Fig. 1: run 1, routing congestion
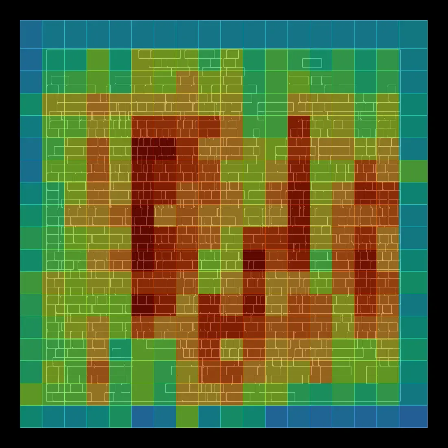
Fig. 2: run 1, metal 2
Scale: 4 px per um.
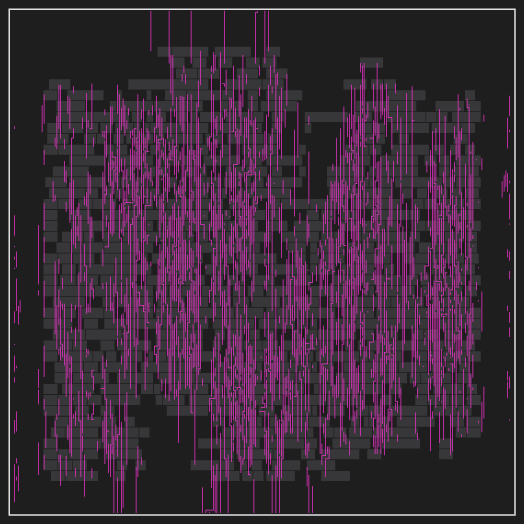
Fig. 3: run 1, I/O pins on the die edge
Scale: 4 px per um. Pins as bars across the die edge, other pins in grey.
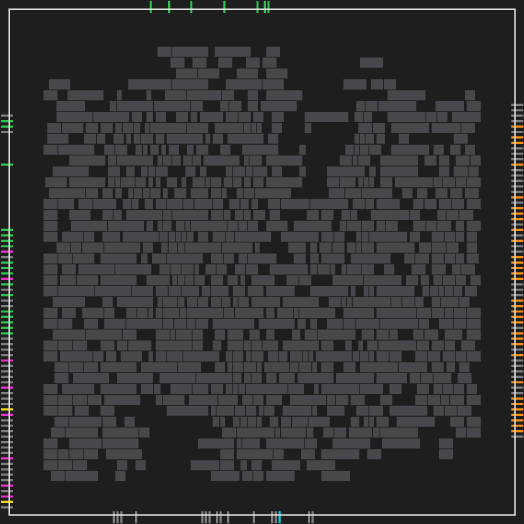
--- config.mk ---
export PLATFORM = sky130hd
export DESIGN_NAME = cpu_clk_ctrl_flat
export DESIGN_NICKNAME = d
export VERILOG_FILES = /design/src/rtl/cpu_clk_ctrl_if.sv /design/src/rtl/cpu_clk_ctrl.sv /design/src/flat_wrapper.sv
export SDC_FILE = /design/constraint.sdc
export NUM_CORES = 1
export LEC_CHECK = 0
export CAP_MARGIN = 30
export CORE_MARGIN = 8
export CORE_UTILIZATION = 46
export CTS_BUF_LIST = sky130_fd_sc_hd__clkbuf_2
export CTS_CLUSTER_SIZE = 24
export DETAILED_ROUTE_END_ITERATION = 8
export PLACE_DENSITY = 0.79
export SYNTH_ARGS = -nofsm -noshare
export SYNTH_HDL_FRONTEND = slang
export SYNTH_SLANG_ARGS = --single-unit
--- constraint.sdc ---
create_clock -name CLK -period 2 [get_ports CLK]
set_input_delay 0.4 -clock CLK [delete_from_list [all_inputs] [get_ports CLK]]
set_output_delay 0.4 -clock CLK [all_outputs]
set_load 0.1 [all_outputs]
--- src/rtl/cpu_clk_ctrl_if.sv ---
// Control/status bundle between a host (board glue or testbench) and the
// 6502 clock/reset/run-control generator.
interface cpu_clk_ctrl_if #(
  parameter int DIV_W = 24,
  parameter int CNT_W = 32
);
  // host -> generator
  logic [DIV_W-1:0] div_half;
  logic             run_en;
  logic             halt_req;
  logic             step_req;
  logic [CNT_W-1:0] limit;
  logic [1:0]       led_sel;
  logic [7:0]       src0;
  logic [7:0]       src1;
  logic [7:0]       src2;
  logic [7:0]       src3;

  // generator -> host / CPU
  logic             cpu_clk;
  logic             cpu_res;
  logic             cpu_rise;
  logic [CNT_W-1:0] cyc_count;
  logic [2:0]       state;
  logic             done;
  logic [7:0]       led;

  modport master (
    output div_half, run_en, halt_req, step_req, limit, led_sel,
           src0, src1, src2, src3,
    input  cpu_clk, cpu_res, cpu_rise, cyc_count, state, done, led
  );

  modport slave (
    input  div_half, run_en, halt_req, step_req, limit, led_sel,
           src0, src1, src2, src3,
    output cpu_clk, cpu_res, cpu_rise, cyc_count, state, done, led
  );
endinterface

--- src/rtl/cpu_clk_ctrl.sv ---
// Clock, reset and run-control generator for the 6502 core.
// Derives cpu_clk from CLK with a programmable half-period, holds the CPU in
// reset for RES_CYC CPU cycles after a start delay, then free-runs, runs to a
// cycle limit or single-steps. Also provides a registered debug LED mux.
module cpu_clk_ctrl #(
  parameter int DIV_W     = 24,
  parameter int CNT_W     = 32,
  parameter int START_DLY = 100,
  parameter int RES_CYC   = 2
) (
  input  logic          CLK,
  input  logic          R,
  cpu_clk_ctrl_if.slave bus
);

  localparam int WAIT_W = (START_DLY > 0) ? $clog2(START_DLY + 1) : 1;
  localparam int RES_W  = $clog2(RES_CYC + 1);

  typedef enum logic [2:0] {
    S_WAIT = 3'd0,
    S_RUN  = 3'd1,
    S_HALT = 3'd2,
    S_STEP = 3'd3,
    S_DONE = 3'd4
  } state_t;

  state_t              r_state;
  state_t              w_state_nxt;
  logic [WAIT_W-1:0]   r_wait;
  logic [DIV_W-1:0]    r_div;
  logic [DIV_W-1:0]    r_half;
  logic                r_cpu_clk;
  logic                r_cpu_rise;
  logic [RES_W-1:0]    r_res_cnt;
  logic                r_cpu_res;
  logic [CNT_W-1:0]    r_cyc;
  logic [7:0]          r_led;

  logic                w_running;
  logic                w_done;
  logic                w_tick;
  logic                w_rise;
  logic                w_fall;
  logic                w_lim;
  logic                w_wait_end;

  // A toggle happens when the divider counter reaches the latched half-period.
  assign w_tick     = w_running && (r_div == r_half);
  assign w_rise     = w_tick && !r_cpu_clk;
  assign w_fall     = w_tick && r_cpu_clk;
  assign w_lim      = (bus.limit != '0) && (r_cyc == bus.limit);
  assign w_wait_end = (r_wait == WAIT_W'(START_DLY - 1));

  // State register.
  always_ff @(posedge CLK or negedge R) begin
    if (!R) begin
      r_state <= S_WAIT;
    end else begin
      r_state <= w_state_nxt;
    end
  end

  // Next-state logic; RUN/STEP only leave on a falling toggle so cpu_clk is
  // always low in HALT and DONE.
  always_comb begin
    w_state_nxt = r_state;
    unique case (r_state)
      S_WAIT: begin
        if (w_wait_end) begin
          w_state_nxt = bus.run_en ? S_RUN : S_HALT;
        end
      end
      S_RUN: begin
        if (w_fall) begin
          if (w_lim) begin
            w_state_nxt = S_DONE;
          end else if (bus.halt_req || !bus.run_en) begin
            w_state_nxt = S_HALT;
          end
        end
      end
      S_HALT: begin
        if (bus.run_en && !bus.halt_req) begin
          w_state_nxt = S_RUN;
        end else if (bus.step_req) begin
          w_state_nxt = S_STEP;
        end
      end
      S_STEP: begin
        if (w_fall) begin
          w_state_nxt = w_lim ? S_DONE : S_HALT;
        end
      end
      S_DONE: begin
        w_state_nxt = S_DONE;
      end
      default: begin
        w_state_nxt = S_WAIT;
      end
    endcase
  end

  // State-decoded outputs: divider enable and done flag.
  always_comb begin
    w_running = (r_state == S_RUN) || (r_state == S_STEP);
    w_done    = (r_state == S_DONE);
  end

  // Start-delay counter, only advances in WAIT.
  always_ff @(posedge CLK or negedge R) begin
    if (!R) begin
      r_wait <= '0;
    end else if (r_state == S_WAIT) begin
      r_wait <= r_wait + WAIT_W'(1);
    end
  end

  // Divider and cpu_clk. The half-period is re-sampled at every reload and
  // continuously while idle, so a restart from HALT uses the current value.
  always_ff @(posedge CLK or negedge R) begin
    if (!R) begin
      r_div      <= '0;
      r_half     <= '0;
      r_cpu_clk  <= 1'b0;
      r_cpu_rise <= 1'b0;
    end else begin
      r_cpu_rise <= w_rise;
      if (w_tick) begin
        r_div     <= '0;
        r_half    <= bus.div_half;
        r_cpu_clk <= !r_cpu_clk;
      end else if (w_running) begin
        r_div <= r_div + DIV_W'(1);
      end else if (r_state != S_DONE) begin
        r_div  <= '0;
        r_half <= bus.div_half;
      end
    end
  end

  // CPU reset sequencing: count rises under reset, release on the fall that
  // closes the last reset cycle.
  always_ff @(posedge CLK or negedge R) begin
    if (!R) begin
      r_res_cnt <= '0;
      r_cpu_res <= 1'b1;
    end else if (r_cpu_res) begin
      if (w_rise) begin
        r_res_cnt <= r_res_cnt + RES_W'(1);
      end
      if (w_fall && (r_res_cnt == RES_W'(RES_CYC))) begin
        r_cpu_res <= 1'b0;
      end
    end
  end

  // CPU cycle counter, counts rises once the CPU is out of reset.
  always_ff @(posedge CLK or negedge R) begin
    if (!R) begin
      r_cyc <= '0;
    end else if (w_rise && !r_cpu_res) begin
      r_cyc <= r_cyc + CNT_W'(1);
    end
  end

  // Registered debug LED mux, independent of the run state.
  always_ff @(posedge CLK or negedge R) begin
    if (!R) begin
      r_led <= 8'h00;
    end else begin
      unique case (bus.led_sel)
        2'd0:    r_led <= bus.src0;
        2'd1:    r_led <= bus.src1;
        2'd2:    r_led <= bus.src2;
        default: r_led <= bus.src3;
      endcase
    end
  end

  assign bus.cpu_clk   = r_cpu_clk;
  assign bus.cpu_res   = r_cpu_res;
  assign bus.cpu_rise  = r_cpu_rise;
  assign bus.cyc_count = r_cyc;
  assign bus.state     = r_state;
  assign bus.done      = w_done;
  assign bus.led       = r_led;

endmodule

--- src/flat_wrapper.sv ---
// flat-port wrapper written by rule: the top's interface ports become plain ports
module cpu_clk_ctrl_flat 
#(
  parameter int DIV_W     = 24,
  parameter int CNT_W     = 32,
  parameter int START_DLY = 100,
  parameter int RES_CYC   = 2
)
  (CLK, R, bus_div_half, bus_run_en, bus_halt_req, bus_step_req, bus_limit, bus_led_sel, bus_src0, bus_src1, bus_src2, bus_src3, bus_cpu_clk, bus_cpu_res, bus_cpu_rise, bus_cyc_count, bus_state, bus_done, bus_led);
  cpu_clk_ctrl_if #(.DIV_W(DIV_W), .CNT_W(CNT_W)) bus_i ();
  input  logic CLK;
  input  logic R;
  input wire logic [$bits(bus_i.div_half)-1:0] bus_div_half;
  input wire logic [$bits(bus_i.run_en)-1:0] bus_run_en;
  input wire logic [$bits(bus_i.halt_req)-1:0] bus_halt_req;
  input wire logic [$bits(bus_i.step_req)-1:0] bus_step_req;
  input wire logic [$bits(bus_i.limit)-1:0] bus_limit;
  input wire logic [$bits(bus_i.led_sel)-1:0] bus_led_sel;
  input wire logic [$bits(bus_i.src0)-1:0] bus_src0;
  input wire logic [$bits(bus_i.src1)-1:0] bus_src1;
  input wire logic [$bits(bus_i.src2)-1:0] bus_src2;
  input wire logic [$bits(bus_i.src3)-1:0] bus_src3;
  output wire logic [$bits(bus_i.cpu_clk)-1:0] bus_cpu_clk;
  output wire logic [$bits(bus_i.cpu_res)-1:0] bus_cpu_res;
  output wire logic [$bits(bus_i.cpu_rise)-1:0] bus_cpu_rise;
  output wire logic [$bits(bus_i.cyc_count)-1:0] bus_cyc_count;
  output wire logic [$bits(bus_i.state)-1:0] bus_state;
  output wire logic [$bits(bus_i.done)-1:0] bus_done;
  output wire logic [$bits(bus_i.led)-1:0] bus_led;
  assign bus_i.div_half = bus_div_half;
  assign bus_i.run_en = bus_run_en;
  assign bus_i.halt_req = bus_halt_req;
  assign bus_i.step_req = bus_step_req;
  assign bus_i.limit = bus_limit;
  assign bus_i.led_sel = bus_led_sel;
  assign bus_i.src0 = bus_src0;
  assign bus_i.src1 = bus_src1;
  assign bus_i.src2 = bus_src2;
  assign bus_i.src3 = bus_src3;
  assign bus_cpu_clk = bus_i.cpu_clk;
  assign bus_cpu_res = bus_i.cpu_res;
  assign bus_cpu_rise = bus_i.cpu_rise;
  assign bus_cyc_count = bus_i.cyc_count;
  assign bus_state = bus_i.state;
  assign bus_done = bus_i.done;
  assign bus_led = bus_i.led;
  cpu_clk_ctrl #(.DIV_W(DIV_W), .CNT_W(CNT_W), .START_DLY(START_DLY), .RES_CYC(RES_CYC)) u_core (.CLK(CLK), .R(R), .bus(bus_i));
endmodule
==> out/metrics.csv, run 1 <==
metric,value,unit
status,"finished, violations left",
failing checks,setup timing,
ys cells,509,
full die area,0.0159,mm2
slowest CP cell,dfrtp_4,
CTS tree,done,
synth cell count leaders,"dfrtp_1 (102), xor2_1 (78), nand2_1 (41)",
Final Util,72.4,%
max reg flops,32,
Post-synth ARST share,100,%
Hold WC Path Type,in2async,
# nets final,850,
Unique masters post-synth,47,
Max Root-Sink Buffers,2,
total negative slack,-2.94,ns
Final WS setup,-0.121,ns
Final setup viols,42,
Clk pwr share,28.7,%
Top Ports,142,
Final Skew,0.0489,ns
Critical R2R Launch,u_core.r_half[15],
Post-Synthesis Cells,509,
RSZ-0062 raised after global routing,true,
internal power,2.86,mW
initial antenna violation count,0,
core footprint,0.0119,mm2
sw frac,26.2,%
crit path buf inv count,3,
vias in the first global route,5380,
-- Fig. 1 (at the start) --
GRT met2 Usage: 37.3%
GR peak layer: met2

-- Fig. 2 (at the start) --
The layer holds 51% of the routed length. The layer carries 8,850 um of wire. The longest straight run is 62.2 um. The wires run mostly vertical.
vias: 5,015
WL final: 17,500 um

-- Fig. 3 (at the start) --
Key: `bus_limit` = orange [pins 32, direction input, edge right]; `bus_led_sel` = yellow [pins 2, direction input, edge left]; `bus_div_half` = green [pins 24, direction input, edge 17 left, 7 top]; `bus_src0` = magenta [pins 8, direction input, edge left]; `bus_cpu_rise` = cyan [pins 1, direction output, edge bottom]

-- run 1: through the flow --
stage / power, mW / cell area, um2
2_1_floorplan: 2.43 / 5640
3_3_place_gp: 2.76 / 7840
3_5_place_dp: 2.77 / 7840
4_1_cts: 3.86 / 8360
5_1_grt: 3.98 / 8620
6_report: 3.87 / 8620
-- run 1: layout make-up --
class,instances,area [um2],share of cell area [%]
clock buffers,11,55.1,0.639
clock inverters,5,73.8,0.856
inverters,11,43.8,0.508
multi-input cells,382,3250,37.7
flip-flops and latches,103,2630,30.5
well taps,147,184,2.13
repair buffers,244,2380,27.6
-- run 1: kinds of logic after synthesis --
logic type	count (synthesis)	share of synthesized area, %
DFF	103	46.3
buffers and inverters	24	2.31
AOI/OAI and AO/OA	45	4.96
muxes	37	10.1
xor gates and xnor gates	102	16.0
adders and majority gates	4	0.899
and+or+nand+nor	194	19.4
-- run 1: power groups by stage --
stage	Combinational (mW)	Sequential (mW)	Clock (mW)
4_1_cts	0.592	2.16	1.11
3_5_place_dp	0.578	2.19	0
2_1_floorplan	0.125	2.31	0
6_report	0.602	2.16	1.11
3_3_place_gp	0.568	2.19	0
5_1_grt	0.638	2.17	1.18
-- run 1: worst max path at each step --
stage               slack, ns  cells after the start                start                  end
floorplan               -0.12                      4  u_core.bus.state[0]             bus_done
global placement        -0.32                      8        bus_limit[27]  u_core.bus.state[1]
detailed placement      -0.34                      8        bus_limit[27]  u_core.bus.state[1]
CTS                     -0.11                      8    u_core.r_half[11]  u_core.bus.state[1]
global route            -0.21                      8     u_core.r_div[10]    u_core.r_half[10]
finish                  -0.12                      5  u_core.bus.state[0]             bus_done
==> run 1 -> run 2 <==
--- a/config.mk
+++ b/config.mk
@@ -5,13 +5,14 @@
 export SDC_FILE = /design/constraint.sdc
 export NUM_CORES = 1
 export LEC_CHECK = 0
+export ABC_CLOCK_PERIOD_IN_PS = 2000
 export CAP_MARGIN = 30
 export CORE_MARGIN = 8
 export CORE_UTILIZATION = 46
 export CTS_BUF_LIST = sky130_fd_sc_hd__clkbuf_2
 export CTS_CLUSTER_SIZE = 24
 export DETAILED_ROUTE_END_ITERATION = 8
-export PLACE_DENSITY = 0.79
+export PLACE_DENSITY = 0.87
 export SYNTH_ARGS = -nofsm -noshare
 export SYNTH_HDL_FRONTEND = slang
 export SYNTH_SLANG_ARGS = --single-unit
Fig. 4: run 2, routing congestion
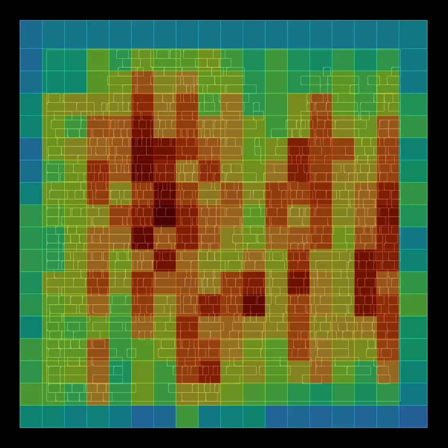
grt met3 use: 6.92%
Final Util: 70.9%
met1 Usage GRT: 23.8%

==> run 2 against run 1 <==
Against the previous run: the run still ends with setup timing left; clock-buffer cell count fell by 2; worst setup slack got worse by 0.0021 ns; sequential power barely moved; clock skew fell by 0.015 ns; synthesized cell count did not move; hold slack got worse by 0.0051 ns; wire length rose by 0.82%; final area fell by 2.1%; global-route usage rose by 0.16 points.
==> out/metrics.csv, run 2 <==
metric,value,unit,change
largest net degree at the start of global routing,42,,was 44
antenna diode count,0,,unchanged
Logic power comb,0.597,mW,was 0.602 mW
top power group,sequential cells,,unchanged
CTS tree,done,,unchanged
Sequential cell area,0.00263,mm2,unchanged
sw frac,26.0,%,was 26.2%
main area contributors,"dfrtp_1 (46%), xor2_1 (12%), mux2_4 (4.3%)",,unchanged
vias in the first global route,5541,,"was 5,380"
Final Skew,0.0335,ns,was 0.0489 ns
Synth Seq Share,46.3,%,unchanged
clk pwr,1.08,mW,was 1.11 mW
total negative slack,-3.41,ns,was -2.94 ns
Die Y,126,um,unchanged
status,"finished, violations left",,unchanged
failing checks,setup timing,,unchanged
vias,5093,,"was 5,015"
Clk pwr share,28.2,%,was 28.7%
Design Power,3.84,mW,was 3.87 mW
DP Area,0.00782,mm2,was 0.00784 mm2
synth cell count leaders,"dfrtp_1 (102), xor2_1 (78), nand2_1 (41)",,unchanged
MI comb area,0.00318,mm2,was 0.00325 mm2
initial antenna violation count,0,,unchanged
worst-margin pin slew,0.481,ns,was 0.570 ns
max reg flops,32,,unchanged
Unique masters post-synth,47,,unchanged
Final setup viols,41,,was 42
core footprint,0.0119,mm2,unchanged
hpwl dp,13000,um,"was 12,700 um"
ANT nets after route,0,,unchanged
Max Root-Sink Buffers,2,,unchanged
Top Ports,142,,unchanged
Post-synth ARST share,100,%,unchanged
internal power,2.84,mW,was 2.86 mW
Seq group,2.16,mW,about the same
Post-Synthesis Cells,509,,unchanged
Seq pwr share,56.3,%,was 55.8%
ys cells,509,,unchanged
post-route cell area,0.00844,mm2,was 0.00862 mm2
Max Cap Viol,0,,unchanged
RSZ-0062 raised after global routing,true,,unchanged
Reg2Reg Setup Slack,-0.12,ns,about the same
Hold WC Path Type,in2async,,unchanged
WL final,17600,um,"was 17,500 um"
Final WS setup,-0.123,ns,was -0.121 ns
Fig. 5: run 2, I/O pins on the die edge
Scale: 4 px per um. Pins as bars across the die edge, other pins in grey.
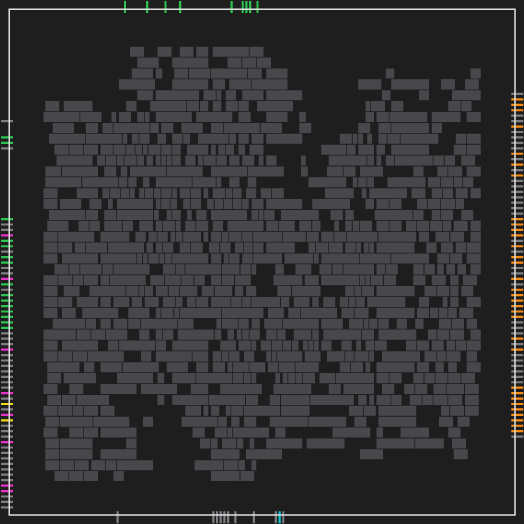
Key: `bus_cpu_rise` = cyan [pins 1, direction output, edge bottom]; `bus_led_sel` = yellow [pins 2, direction input, edge left]; `bus_src0` = magenta [pins 8, direction input, edge left]; `bus_div_half` = green [pins 24, direction input, edge 15 left, 9 top]; `bus_limit` = orange [pins 32, direction input, edge right]

[run 2: cell families (layout without fill, tap and decap cells)]
kind of cell / Yosys count / after routing / share of synthesized area, %
and+or+nand+nor: 194 / 194 / 19.4
AOI/OAI and AO/OA: 45 / 45 / 4.96
buffers and inverters: 24 / 262 / 2.31
DFF: 103 / 103 / 46.3
muxes: 37 / 37 / 10.1
adders and majority gates: 4 / 4 / 0.899
xor gates and xnor gates: 102 / 102 / 16.0
[run 2: critical path, cell delays in order, from the launching register on]
cell and delay, ns:
dfrtp_1 0.49, xor2_1 0.19, nor4_1 0.31, and4_4 0.31, a21oi_4 0.08, nor2_8 0.16, buf_12 0.16, mux2_4 0.30
[run 2: area by class of cell]
type	instances	area share (%)
multi-input cells	382	37.6
flip-flops and latches	103	31.2
well taps	147	2.18
inverters	11	0.578
clock buffers	9	0.533
repair buffers	235	26.9
clock inverters	7	1.02
[run 2: final timing paths]
check / end / from
max in group asynchronous: u_core.bus.cpu_res / R
max reg2reg: u_core.r_half[11] / u_core.r_half[13]
min in group CLK: u_core.r_half[13] / bus_div_half[13]
max: u_core.r_half[11] / u_core.r_half[13]
min: u_core.bus.cyc_count[31] / R
min reg2reg: u_core.r_wait[6] / u_core.r_wait[6]
[run 2: repair_timing]
action / CTS / global route
hold buffers: 1 / 0
gates cloned: 0 / 1
pin swaps: 8 / 16
endpoints found under the hold margin: 32 / 0
setup endpoints to repair: 66 / 85
resized: 37 / 48
setup buffers: 5 / 10
[run 2: layer usage]
| layer | share of wire [%] | GRT usage [%] | up-vias |
|---|---|---|---|
| met5 | 0 | 0 | - |
| met4 | 2.6 | 8.07 | 0 |
| met3 | 8.0 | 6.92 | 37 |
| met2 | 51 | 38.3 | 233 |
| met1 | 39 | 23.8 | 2533 |
| li1 | - | - | 2290 |
==> run 2 -> run 3 <==
--- a/config.mk
+++ b/config.mk
@@ -13,6 +13,7 @@
 export CTS_CLUSTER_SIZE = 24
 export DETAILED_ROUTE_END_ITERATION = 8
 export PLACE_DENSITY = 0.87
+export SETUP_SLACK_MARGIN = 0.2
 export SYNTH_ARGS = -nofsm -noshare
 export SYNTH_HDL_FRONTEND = slang
 export SYNTH_SLANG_ARGS = --single-unit
Fig. 6: run 3, met3 routing
Scale: 4 px per um.
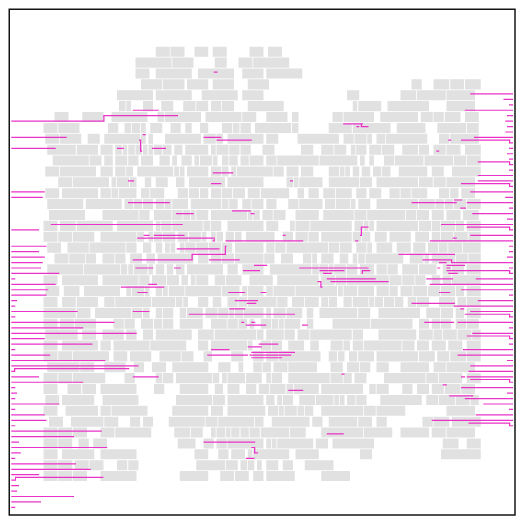
The layer holds 8.5% of the routed length. The longest straight run is 32.7 um. 169 nets have wire on it. The layer carries 1,580 um of wire.

==> run 3 against run 2 <==
Against the previous run: the flow still finishes with violations (setup timing); clock skew rose by 0.0090 ns; flip-flop count unchanged; non-clock buffer count is 37 higher; clock power shrank 21%; critical path depth unchanged; first-iteration DRC count shrank 7.1%; power down 5.6%; critical endpoint is now u_core.r_half[9]; highest routed layer unchanged.
==> out/metrics.csv, run 3 <==
metric,value,unit,change
status,"finished, violations left",,unchanged
failing checks,setup timing,,unchanged
post-CTS resize count,55,,was 37
vias,5182,,"was 5,093"
Post-synth ARST share,100,%,unchanged
Worst setup endpoint,u_core.r_half[9],,was u_core.r_half[11]
Synth Seq Share,46.3,%,unchanged
total negative slack,-4.93,ns,was -3.41 ns
synth cell count leaders,"dfrtp_1 (102), xor2_1 (78), nand2_1 (41)",,unchanged
crit-path leading delay family,simple AND/OR/NAND/NOR gates,,unchanged
initial antenna violation count,0,,unchanged
ANT nets after route,0,,unchanged
cts hold-fix bufs,1,,unchanged
Unique masters post-synth,47,,unchanged
slowest CP cell,dfrtp_1,,unchanged
crit path buf inv count,1,,unchanged
worst-path cell chain,xor2_2 -> nor4_2 -> and4_4 -> a21oi_4 -> nor2_8 -> buf_12 -> mux2_4,,was xor2_1 -> nor4_1 -> and4_4 -> a21oi_4 -> nor2_8 -> buf_12 -> mux2_4
Final WS setup,-0.160,ns,was -0.123 ns
Final setup viols,57,,was 41
Reg2Reg Setup Slack,-0.16,ns,was -0.12 ns
# nets final,878,,was 841
Final Skew,0.0425,ns,was 0.0335 ns
Crit Reg-Reg Endpoint,u_core.r_half[9],,was u_core.r_half[11]
Die Y,126,um,unchanged
core footprint,0.0119,mm2,unchanged
max reg flops,32,,unchanged
Fig. 7: run 3, routing congestion
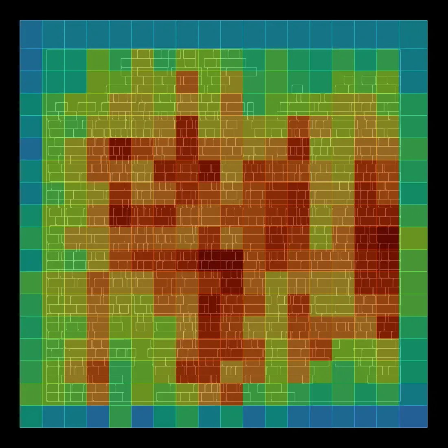
Final Util: 76.1%
gr usage total: 22.6%
met1 Usage GRT: 24.6%
GRT met2 Usage: 40.0%

## run 3: cell counts after synthesis
Identical to the previous run, type by type.
## run 3: worst min-delay path by stage
stage / from / endpoint / slack, ns / depth (start not counted)
global route: R / u_core.bus.cyc_count[8] / 0.23 / 2
finish: R / u_core.bus.cyc_count[8] / 0.23 / 2
floorplan: R / u_core.bus.cpu_clk / 0.10 / 0
global placement: R / u_core.bus.cyc_count[2] / 0.33 / 1
detailed placement: R / u_core.bus.cyc_count[2] / 0.33 / 1
CTS: R / u_core.bus.cyc_count[8] / 0.21 / 2
## run 3: logic make-up after synthesis
kind of cell | after synthesis | synth area share, %
flip-flops | 103 | 46.3
adder cells (fa/ha/maj) | 4 | 0.899
AND-OR/OR-AND | 45 | 4.96
AND/OR/NAND/NOR | 194 | 19.4
XOR/XNOR | 102 | 16.0
buffers and inverters | 24 | 2.31
multiplexers | 37 | 10.1
## run 3: metrics by stage
| stage | setup slack, ns | std cells | instance area (um2) | total power, mW |
|---|---|---|---|---|
| after floorplan | -0.0915 | 509 | 5840 | 2.43 |
| after global placement | -0.217 | 862 | 8200 | 2.76 |
| after detailed placement | -0.304 | 862 | 8200 | 2.78 |
| after CTS | -0.0849 | 908 | 8750 | 3.63 |
| after global routing | -0.221 | 930 | 9070 | 3.77 |
| final | -0.160 | 930 | 9070 | 3.63 |
## run 3: layout make-up
class / instances / area (um2)
inverter: 11 / 46.3
tap: 147 / 184
multi-input combinational: 382 / 3220
timing repair buffer: 272 / 2840
sequential: 103 / 2690
clock buffer: 10 / 50.0
clock inverter: 5 / 35.0
fill: 715 / 2840
## run 3: routing by layer
metal,vias to the layer above,track usage [%],part of all wire (%)
met1,2520,24.6,37
met2,250,40.0,51
li1,2357,-,-
met3,55,7.51,8.5
met5,-,0,0
met4,0,8.85,3.3
Power is estimated from default activity; no workload was simulated.
